--- src/rtl/hazard_sched.sv ---
// Pipeline hazard scheduler for a 5-stage core (IF/ID/EX/MEM/WB).
// Tracks a countdown per architectural register until its pending write
// reaches the regfile, stalls ID on RAW hazards, and drives every stage
// enable/flush, including jump squash, halt freeze and memory-wait freeze.
module hazard_sched #(
  parameter int NREG     = 8,
  parameter int WB_LAT   = 3,
  parameter int READY_AT = 0
) (
  input  logic                    clk,
  input  logic                    reset,
  input  logic                    valid_id,
  input  logic                    rs1_used,
  input  logic [$clog2(NREG)-1:0] rs1,
  input  logic                    rs2_used,
  input  logic [$clog2(NREG)-1:0] rs2,
  input  logic                    rd_write,
  input  logic [$clog2(NREG)-1:0] rd,
  input  logic                    jump,
  input  logic                    is_halt_id,
  input  logic                    mem_stall,
  output logic                    en_pc,
  output logic                    en_ifid,
  output logic                    en_idex,
  output logic                    en_exmem,
  output logic                    en_memwb,
  output logic                    flush_ifid,
  output logic                    flush_idex,
  output logic                    flush_exmem,
  output logic                    flush_memwb,
  output logic                    stall_id,
  output logic                    halted,
  output logic [NREG-1:0]         busy_mask
);

  localparam int IW = $clog2(NREG);
  localparam int CW = $clog2(WB_LAT + 1);
  localparam logic [CW-1:0] LAT_C   = CW'(WB_LAT);
  localparam logic [CW-1:0] READY_C = CW'(READY_AT);
  localparam logic [CW-1:0] ONE_C   = CW'(1);

  typedef enum logic {RUN, HALT} mode_t;

  mode_t         mode, mode_next;
  logic [CW-1:0] cnt [NREG];
  logic          issue;

  assign halted = (mode == HALT);

  // RAW hazard: a used source whose producer has not yet reached the regfile.
  // The check sees the counters before this cycle's own write, so an
  // instruction whose rd equals one of its sources never stalls on itself.
  assign stall_id = ~reset & valid_id & ~halted &
                    ((rs1_used & (cnt[rs1] > READY_C)) |
                     (rs2_used & (cnt[rs2] > READY_C)));

  assign issue = valid_id & ~stall_id & ~mem_stall & ~halted & ~reset;

  // Halt mode register: entered when HLT issues, left only by reset.
  always_ff @(posedge clk) begin
    // NOTE: sequential state is updated with non-blocking assignments so every
    // register samples the same pre-edge values regardless of block order.
    if (reset) mode <= RUN;
    else       mode <= mode_next;
  end

  // Next halt mode.
  always_comb begin
    // NOTE: every variable gets a default first so no path leaves it
    // unassigned, which would otherwise infer a latch.
    mode_next = mode;
    if (issue && is_halt_id) mode_next = HALT;
  end

  // Pending-write counters: reload on issue of a writer, otherwise count
  // down to zero; frozen while memory stalls the pipe.
  always_ff @(posedge clk) begin
    // NOTE: the counter array is small flop storage, not RAM, so it is reset
    // explicitly; a stale count after reset would stall the first consumer.
    if (reset) begin
      for (int i = 0; i < NREG; i++) cnt[i] <= '0;
    end else if (!mem_stall) begin
      for (int i = 0; i < NREG; i++) begin
        if (issue && rd_write && (rd == IW'(i))) cnt[i] <= LAT_C;
        else if (cnt[i] != '0)                   cnt[i] <= cnt[i] - ONE_C;
      end
    end
  end

  // Busy mask: any register still awaiting writeback.
  always_comb begin
    busy_mask = '0;
    for (int i = 0; i < NREG; i++) busy_mask[i] = (cnt[i] != '0);
  end

  // Stage enables and flushes, highest-priority condition first.
  always_comb begin
    en_pc       = 1'b1;
    en_ifid     = 1'b1;
    en_idex     = 1'b1;
    en_exmem    = 1'b1;
    en_memwb    = 1'b1;
    flush_ifid  = 1'b0;
    flush_idex  = 1'b0;
    flush_exmem = 1'b0;
    flush_memwb = 1'b0;
    if (reset) begin
      flush_ifid  = 1'b1;
      flush_idex  = 1'b1;
      flush_exmem = 1'b1;
      flush_memwb = 1'b1;
    end else if (mem_stall) begin
      en_pc    = 1'b0;
      en_ifid  = 1'b0;
      en_idex  = 1'b0;
      en_exmem = 1'b0;
      en_memwb = 1'b0;
    end else if (halted || stall_id) begin
      // Front end holds; a bubble enters EX while the back end drains.
      en_pc      = 1'b0;
      en_ifid    = 1'b0;
      flush_idex = 1'b1;
    end else if (valid_id && jump) begin
      flush_ifid = 1'b1;
    end
  end

endmodule

--- config.mk ---
export PLATFORM = sky130hd
export DESIGN_NAME = hazard_sched
export DESIGN_NICKNAME = d
export VERILOG_FILES = /design/src/rtl/hazard_sched.sv
export SDC_FILE = /design/constraint.sdc
export NUM_CORES = 1
export LEC_CHECK = 0
export ABC_AREA = 0
export CELL_PAD_IN_SITES_DETAIL_PLACEMENT = 0
export CELL_PAD_IN_SITES_GLOBAL_PLACEMENT = 1
export CORE_MARGIN = 8
export CORE_UTILIZATION = 36
export DETAILED_ROUTE_END_ITERATION = 6
export PLACE_DENSITY = 0.87
export SLEW_MARGIN = 10
export SYNTH_ARGS = -nofsm -noshare
export SYNTH_HDL_FRONTEND = slang
export SYNTH_SLANG_ARGS = --single-unit
--- constraint.sdc ---
create_clock -name clk -period 2.5 [get_ports clk]
set_clock_uncertainty 0.05 [all_clocks]
set_input_delay 0.5 -clock clk [delete_from_list [all_inputs] [get_ports clk]]
set_output_delay 0.5 -clock clk [all_outputs]
set_load 0.1 [all_outputs]
==> flow_summary_export.csv, run 1 <==
group,metric,value,unit
setup_path,required,1.95,ns
sta,period_used_share,1.086,
pwr,sequentialPowerShare,0.322,
synthesis,mux_area_frac,0,
synthesis,yosys_cells,150,
grt,use_met2,0.2030,
pwr,internal_power,0.0006589,W
final_layout,diodes,0,
synthesis,synth_top_cell_by_area,"edfxtp_1",
setup_path,r2r-end,"cnt[4][1]",
clocking,cts-root-buf,"clkbuf_8",
floorplan,io_pins,37,
detailed_routing,via_count,1356,
final_layout,seq_share,0.2380,
final_layout,largest_reg_flops,16,
sta,fin_ws,-0.2153,ns
sta,finalSetupViolations,5,
detailed_routing,met2_length,1836,um
setup_path,r2r_cells,5,
final_layout,final_cell_mix,"29 x buf_4, 26 x inv_1, 16 x edfxtp_1",
clocking,htree_levels,1,
grt,grt_usage,0.1179,
synthesis,syn-cell-area,1399,um^2
synthesis,ys_top_cells_by_count,"26 x inv_1, 16 x edfxtp_1, 13 x nand2_1",
setup_path,crit_chain,"or4b_4 > a32oi_4 > a21boi_2 > o31ai_4 > buf_12",
synthesis,avgSynthCellArea,9.326,um^2
placement,place_ws,-0.5722,ns
pwr,powerSeq,0.000375,W
setup_path,crit_type,"register to output port",
status,violations,"setup timing",
grt,grt_pass1_vias,1336,
setup_path,r2r_slack,0.15,ns
sta,finalHoldViolCount,0,
min_path,holdPathEnd,"cnt[3][0]",
synthesis,synth-edff-count,16,
setup_path,path_buffers,1,
sta,fmax,368.3,MHz
final_layout,design.final.nets,229,
pwr,p_leak,0.8848,nW
pwr,combinationalPower,0.000584,W
setup_path,crit_path_top_delay_cell,"or4b_4",
status,status,"finished, violations left",
synthesis,yosysUniqueCellTypes,37,
setup_path,cp_max_fo,3,
grt,antenna_found_initial,0,
floorplan,dieHeight,78.34,um
final_layout,largest_cell_class,"combinational gates",
final_layout,register_area,500.5,um^2
final_layout,nMultiInputCombCells,98,
synthesis,most_common_cell,"inv_1",
final_layout,top_register,"cnt",
clocking,cts.path.max_buffers,2,
final_layout,clk_share,0.02142,
final_layout,finalCoreUtilization,0.5702,
final_layout,nonClkBufAreaFrac,0.2731,
sta,period_needed,2.715,ns
placement,gp_congestion,0.8299,
sta,grt_setup_unrepaired,"yes",
clocking,postCtsSetupBuffers,2,
setup_path,arrival,2.17,ns
final_layout,drive_gt1_frac,0.3218,
detailed_routing,ant_nets,0,
clocking,clkTransAtPathRegs,0.07,ns
sta,tightest_slew,0.3181,ns
pwr,pwr-share-comb,0.501,
pwr,power_leader,"combinational logic",
synthesis,postSynthSeqShare,0.3578,
final_layout,nNonClkInverters,26,
placement,place.detailed.hpwl,3068,um
Fig. 1: run 1, gate families picked out
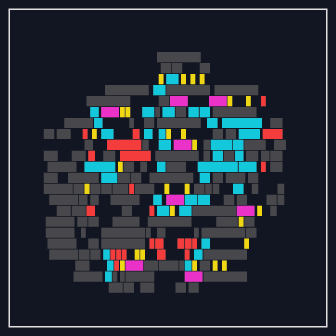
colour	family	cells
yellow	inv cells	26
red	nand cells	22
cyan	aoi and oai cells	37
magenta	fa/ha/maj cells	8
logic share of the area: 0.3926
most frequent logic cell in the layout: buf_4
post-route insts no fill: 250

Fig. 2: run 1, clock wires, drivers and flops
Scale bar: 20 um.
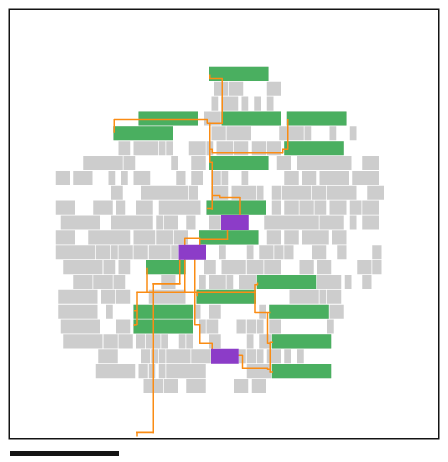
[purple] clock-net drivers | count: 3
[orange] clock wires | length: 235 um
[green] flip-flops | count: 17
routed clock nets	4
clock power share: 0.177
Clock Power: 0.000207 W

Fig. 3: run 1, the clock network
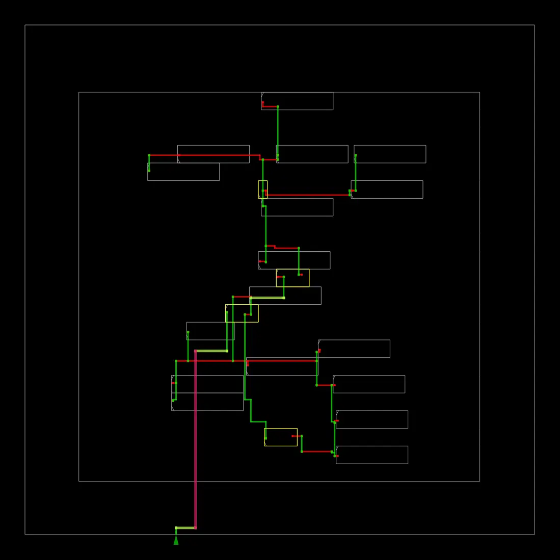
CTS Buf Count: 3
clock buffers: 4
Clock Latency Late Sink: 0.25 ns
flop count: 17
clock sink count: 17

Fig. 4: run 1, cell classes on the final placement
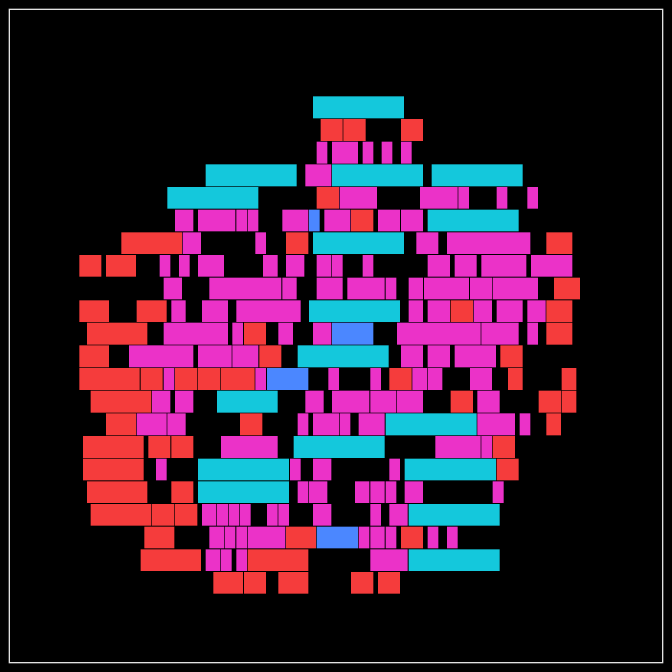

==> run 1 -> run 2 <==
--- a/config.mk
+++ b/config.mk
@@ -11,7 +11,7 @@
 export CORE_MARGIN = 8
 export CORE_UTILIZATION = 36
 export DETAILED_ROUTE_END_ITERATION = 6
-export PLACE_DENSITY = 0.87
+export PLACE_DENSITY_LB_ADDON = 0.1
 export SLEW_MARGIN = 10
 export SYNTH_ARGS = -nofsm -noshare
 export SYNTH_HDL_FRONTEND = slang
Fig. 5: run 2, cell classes on the final placement
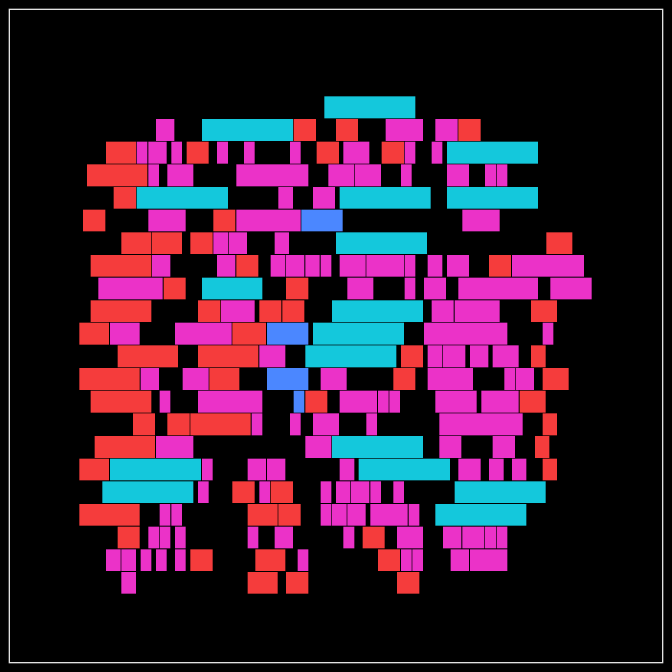
colour	class	cells
magenta	remaining logic cells	124
red	remaining buffers and delay cells	59
cyan	registers	17
blue	clock drivers and dummy loads	4
std cell rows: 22
Seq/total area: 0.2341
core area: 3689 um^2
final instance area: 2138 um^2
Util after Layout: 0.5797

==> run 2 against run 1 <==
The run still ends with setup timing left. Setup slack improved by 0.022 ns. Clock-buffer cell count did not move. Synthesized area is the same. Global-route usage is 1.2 points higher. Sequential power hardly changed. Critical path depth unchanged. Via count hardly changed. Die size is the same. Sequential cell count unchanged. Largest power group unchanged. Highest routed layer unchanged.
==> flow_summary_export.csv, run 2 <==
group,metric,value,unit
pwr,powerDensity,550.5,nW/um^2
min_path,hp-class,"register to register",
detailed_routing,top_layer,"met4",
grt,grt_busiest_layer,"met2",
clocking,htree_levels,1,
pwr,power_leader,"combinational logic",
grt,antenna_found_initial,0,
clocking,hold_buffers,0,
synthesis,synth-edff-count,16,
synthesis,syn-num-nets,176,
placement,gp_congestion,0.7654,
synthesis,ys_top_cells_by_count,"26 x inv_1, 16 x edfxtp_1, 13 x nand2_1",
sta,period_used_share,1.077,
sta,tightest_slew,0.3633,ns
final_layout,largest_reg_flops,16,
setup_path,cp_max_fo,3,
setup_path,r2r_slack,0.21,ns
synthesis,syn-cell-area,1399,um^2
pwr,sequentialPowerShare,0.319,
sta,finalHoldViolCount,0,
final_layout,drive_gt1_frac,0.3284,
pwr,clockPowerShare,0.178,
pwr,powerSeq,0.000375,W
sta,fmax,371.3,MHz
synthesis,synth.cellmix.compoundShare,0.2406,
synthesis,yosys_cells,150,
final_layout,nonClkBufAreaFrac,0.2756,
final_layout,nMultiInputCombCells,98,
setup_path,crit_path_top_delay_cell,"or4b_4",
floorplan,die_x,78.34,um
floorplan,io_pins,37,
pwr,pwr-share-comb,0.503,
detailed_routing,wl_per_cell,16.04,um
clocking,clk_latency,0.25,ns
clocking,clkTransAtPathRegs,0.07,ns
detailed_routing,drcViolationCount,0,
job,cap_violations,0,
grt,use_met2,0.2254,
detailed_routing,route.met3.wl,306,um
synthesis,async_flop_share,0,
detailed_routing,wl_met1,1734,um
final_layout,design.final.nets,231,
final_layout,buffers_excl_clock,59,
setup_path,arrival,2.14,ns
clocking,cts-buffers-inserted,3,
final_layout,syn_to_final_growth,52.86,%
synthesis,synth-simple-area-share,0.2174,
setup_path,crit_type,"register to output port",
final_layout,layout.cells.non_filler,252,
grt,grt_pass1_wl,6548,um
job,warnings,29,
clocking,postCtsSetupBuffers,3,
synthesis,logic_family,"AND-OR/OR-AND gates",
pwr,combinationalPower,0.000592,W
setup_path,path_buffers,1,
status,violations,"setup timing",
min_path,holdPathEnd,"cnt[3][0]",
pwr,power.net_switching,0.0005145,W
floorplan,chip_area,6136,um^2
final_layout,register_area,500.5,um^2
clocking,cts_tree,"built",
sta,grt_setup_unrepaired,"yes",
placement,placed_area,2029,um^2
synthesis,netlist.area_leader.share,0.3435,
detailed_routing,via_count,1355,
detailed_routing,ant_nets,0,
final_layout,diodes,0,
setup_path,crit_chain,"or4b_4 > a32oi_4 > a21boi_2 > o31ai_4 > buf_12",
floorplan,dieHeight,78.34,um
final_layout,final_cell_mix,"31 x buf_4, 26 x inv_1, 16 x edfxtp_1",
final_layout,clkbuf_count,4,
placement,place_ws,-0.5691,ns
clocking,cts_sinks,17,
pwr,internal_power,0.0006628,W
final_layout,layout_top_cell,"buf_4",
setup_path,rr_startpoint,"cnt[5][1]",
synthesis,yosys_warnings,0,
setup_path,crit_cells,5,
clocking,cts.path.max_buffers,2,
final_layout,ff_count,17,
grt,grt_overflow,0,
synthesis,mux_area_frac,0,
setup_path,required,1.95,ns
grt,use_met3,0.04442,
placement,place.detailed.hpwl,3334,um
setup_path,r2r_cells,5,
synthesis,synthCells,150,
detailed_routing,viasPerCell,5.377,
min_path,min_path_cells,1,
setup_path,crit_path_start,"cnt[5][1]",
floorplan,initCoreUtil,0.3792,
detailed_routing,wl,4042,um
synthesis,ff_type,"edfxtp_1",
grt,grt_pass1_vias,1374,
final_layout,largest_cell_class,"combinational gates",
setup_path,r2r-end,"cnt[5][0]",
synthesis,avgSynthCellArea,9.326,um^2
sta,fin_tns_setup,-0.7059,ns
placement,port_buffers,36,
final_layout,comb_share,0.3956,
synthesis,most_common_cell,"inv_1",
pwr,p_leak,0.8980,nW
final_layout,top_register,"cnt",
synthesis,synth_top_cell_by_area,"edfxtp_1",
placement,dp_cells,244,
sta,period_needed,2.693,ns
status,status,"finished, violations left",
sta,finalSetupViolations,5,
detailed_routing,drt_iter0_drc,44,
synthesis,yosysUniqueCellTypes,37,
setup_path,cp-start-kind,"register",
sta,slew_headroom,0.7569,
sta,fin_ws,-0.1931,ns
final_layout,nNonClkInverters,26,
grt,grt_usage,0.1303,
clocking,cts-root-buf,"clkbuf_8",
synthesis,postSynthSeqShare,0.3578,
sta,timing.hold.ws,0.5855,ns
final_layout,clk_share,0.02106,
detailed_routing,met2_length,1983,um
final_layout,fillers,348,
pwr,power_clock,0.000210,W
pwr,ir_drop,309.1,uV
final_layout,comb_area,845.8,um^2
Fig. 6: run 2, clock wires, drivers and flops
Scale bar: 20 um.
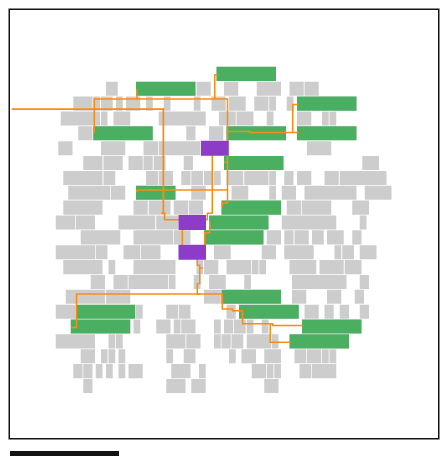

==> run 2 -> run 3 <==
--- a/config.mk
+++ b/config.mk
@@ -9,7 +9,7 @@
 export CELL_PAD_IN_SITES_DETAIL_PLACEMENT = 0
 export CELL_PAD_IN_SITES_GLOBAL_PLACEMENT = 1
 export CORE_MARGIN = 8
-export CORE_UTILIZATION = 36
+export CORE_UTILIZATION = 30
 export DETAILED_ROUTE_END_ITERATION = 6
 export PLACE_DENSITY_LB_ADDON = 0.1
 export SLEW_MARGIN = 10
Fig. 7: run 3, clock wires, drivers and flops
Scale bar: 20 um.
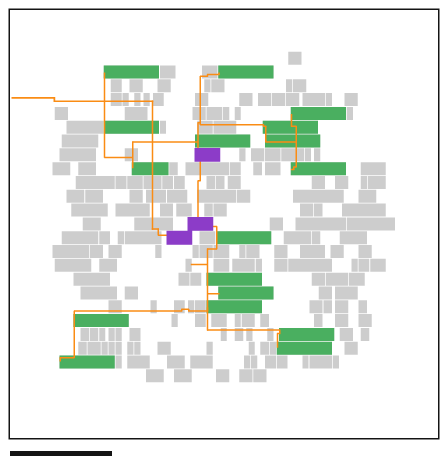
clock power share: 0.174

==> run 3 against run 2 <==
The flow still finishes with violations (setup timing). Combinational power is 2% higher. Critical path depth is the same. Global-route usage down 0.87 points.
==> flow_summary_export.csv, run 3 <==
group,metric,value,unit
synthesis,ff_type,"edfxtp_1",
clocking,htree_levels,1,
pwr,powerDensity,537.4,nW/um^2
detailed_routing,viasPerCell,5.218,
synthesis,ys_sh_adder,0.07156,
final_layout,nonClkBufAreaFrac,0.2837,
detailed_routing,via_count,1367,
clocking,clkTransAtPathRegs,0.07,ns
detailed_routing,drt_iter0_drc,41,
synthesis,async_flop_share,0,
sta,finalHoldViolCount,0,
synthesis,synth_flop_count,17,
final_layout,top_register,"cnt",
setup_path,rr_startpoint,"cnt[5][0]",
sta,period_needed,2.634,ns
floorplan,io_pins,37,
synthesis,synth.cellmix.compoundShare,0.2406,
placement,place.detailed.hpwl,3523,um
placement,port_buffers,36,
sta,finalSetupViolations,5,
setup_path,path_buffers,1,
final_layout,diodes,0,
detailed_routing,top_layer,"met4",
clocking,hold_buffers,0,
clocking,cts_sinks,17,
floorplan,initCoreUtil,0.3042,
min_path,min_path_cells,1,
placement,place_ws,-0.5294,ns
setup_path,cp_max_fo,3,
clocking,cts-buffers-inserted,3,
setup_path,crit_chain,"or4b_4 > a32oi_4 > a21boi_2 > o31ai_4 > buf_12",
final_layout,buffers_excl_clock,63,
min_path,worstHoldStart,"cnt[3][0]",
detailed_routing,wl_per_cell,16.38,um
final_layout,register_area,500.5,um^2
synthesis,postSynthSeqShare,0.3578,
synthesis,yosys_cells,150,
pwr,internal_power,0.0006691,W
synthesis,synth-edff-count,16,
grt,grt_busiest_layer,"met2",
detailed_routing,route.met3.wl,304,um
clocking,cts.path.max_buffers,2,
final_layout,comb_area,872.1,um^2
synthesis,logic_family,"AND-OR/OR-AND gates",
setup_path,crit_path_top_delay_cell,"or4b_4",
detailed_routing,ant_nets,0,
sta,grt_setup_unrepaired,"yes",
final_layout,final_cell_mix,"36 x buf_4, 26 x inv_1, 16 x edfxtp_1",
sta,fin_tns_setup,-0.4398,ns
final_layout,clkbuf_count,4,
floorplan,nWellTaps,54,
final_layout,layout.cells.non_filler,262,
final_layout,largest_reg_flops,16,
detailed_routing,wl_met1,1861,um
synthesis,ys_top_cells_by_count,"26 x inv_1, 16 x edfxtp_1, 13 x nand2_1",
placement,dp_cells,254,
synthesis,netlist.area_leader.share,0.3435,
pwr,power_leader,"combinational logic",
sta,tightest_slew,0.3154,ns
sta,slew_violations,0,
grt,use_met2,0.1999,
final_layout,fillers,432,
synthesis,synthCells,150,
grt,antenna_found_initial,0,
pwr,powerSeq,0.000379,W
clocking,postCtsSetupBuffers,3,
setup_path,r2r-end,"cnt[5][0]",
status,violations,"setup timing",
floorplan,num_rows,25,
pwr,sequentialPowerShare,0.319,
final_layout,layout_top_cell,"buf_4",
setup_path,arrival,2.08,ns
job,warnings,29,
setup_path,r2r_cells,5,
clocking,cts_tree,"built",
pwr,p_leak,0.9243,nW
detailed_routing,met2_length,2027,um
synthesis,synth_top_cell_by_area,"edfxtp_1",
grt,grt_pass1_vias,1426,
synthesis,syn-num-nets,176,
synthesis,synth-simple-area-share,0.2174,
floorplan,die_x,84.29,um
synthesis,mux_area_frac,0,
setup_path,crit_path_start,"cnt[5][0]",
setup_path,required,1.95,ns
final_layout,nNonClkInverters,26,
synthesis,area_leaders,"edfxtp_1 34%, ha_1 7.2%, inv_1 7.0%, a32oi_4 3.9%, o32ai_1 3.8%",
min_path,hp-class,"register to register",
final_layout,ff_count,17,
sta,fin_ws,-0.1341,ns
final_layout,drive_gt1_frac,0.3606,
floorplan,dieHeight,84.29,um
final_layout,final_area,2210,um^2
pwr,power,0.001187,W
status,status,"finished, violations left",
setup_path,crit_type,"register to output port",
final_layout,clk_share,0.02039,
min_path,holdPathEnd,"cnt[3][0]",
pwr,power_clock,0.000207,W
final_layout,finalCoreUtilization,0.4805,
final_layout,syn_to_final_growth,57.96,%
detailed_routing,wl,4291,um
synthesis,syn-cell-area,1399,um^2
floorplan,chip_area,7104,um^2
synthesis,avgSynthCellArea,9.326,um^2
sta,fmax,379.6,MHz
sta,period_used_share,1.054,
clocking,cts-root-buf,"clkbuf_8",
grt,grt_usage,0.1215,
final_layout,seq_share,0.2265,
pwr,combinationalPower,0.000602,W
setup_path,r2r_slack,0.28,ns
grt,grt_overflow,0,
sta,slew_headroom,0.7892,
pwr,pwr-share-comb,0.507,
final_layout,design.final.nets,235,
setup_path,cp-start-kind,"register",
floorplan,core-area,4598,um^2
synthesis,most_common_cell,"inv_1",
detailed_routing,firstDrtPassIters,4,
sta,timing.hold.ws,0.5858,ns
final_layout,nMultiInputCombCells,98,
grt,grt_pass1_wl,7072,um
pwr,power.net_switching,0.0005183,W
setup_path,crit_cells,5,
placement,gp_congestion,0.7568,
placement,placed_area,2067,um^2
clocking,clk_latency,0.25,ns
setup_path,slowest_delay,0.54,ns
final_layout,largest_cell_class,"combinational gates",
synthesis,yosysUniqueCellTypes,37,
pwr,ir_drop,232.5,uV
final_layout,comb_share,0.3947,
synthesis,yosys_warnings,0,
grt,use_met3,0.03679,
job,cap_violations,0,
detailed_routing,drcViolationCount,0,
Power is estimated from default activity; no workload was simulated.
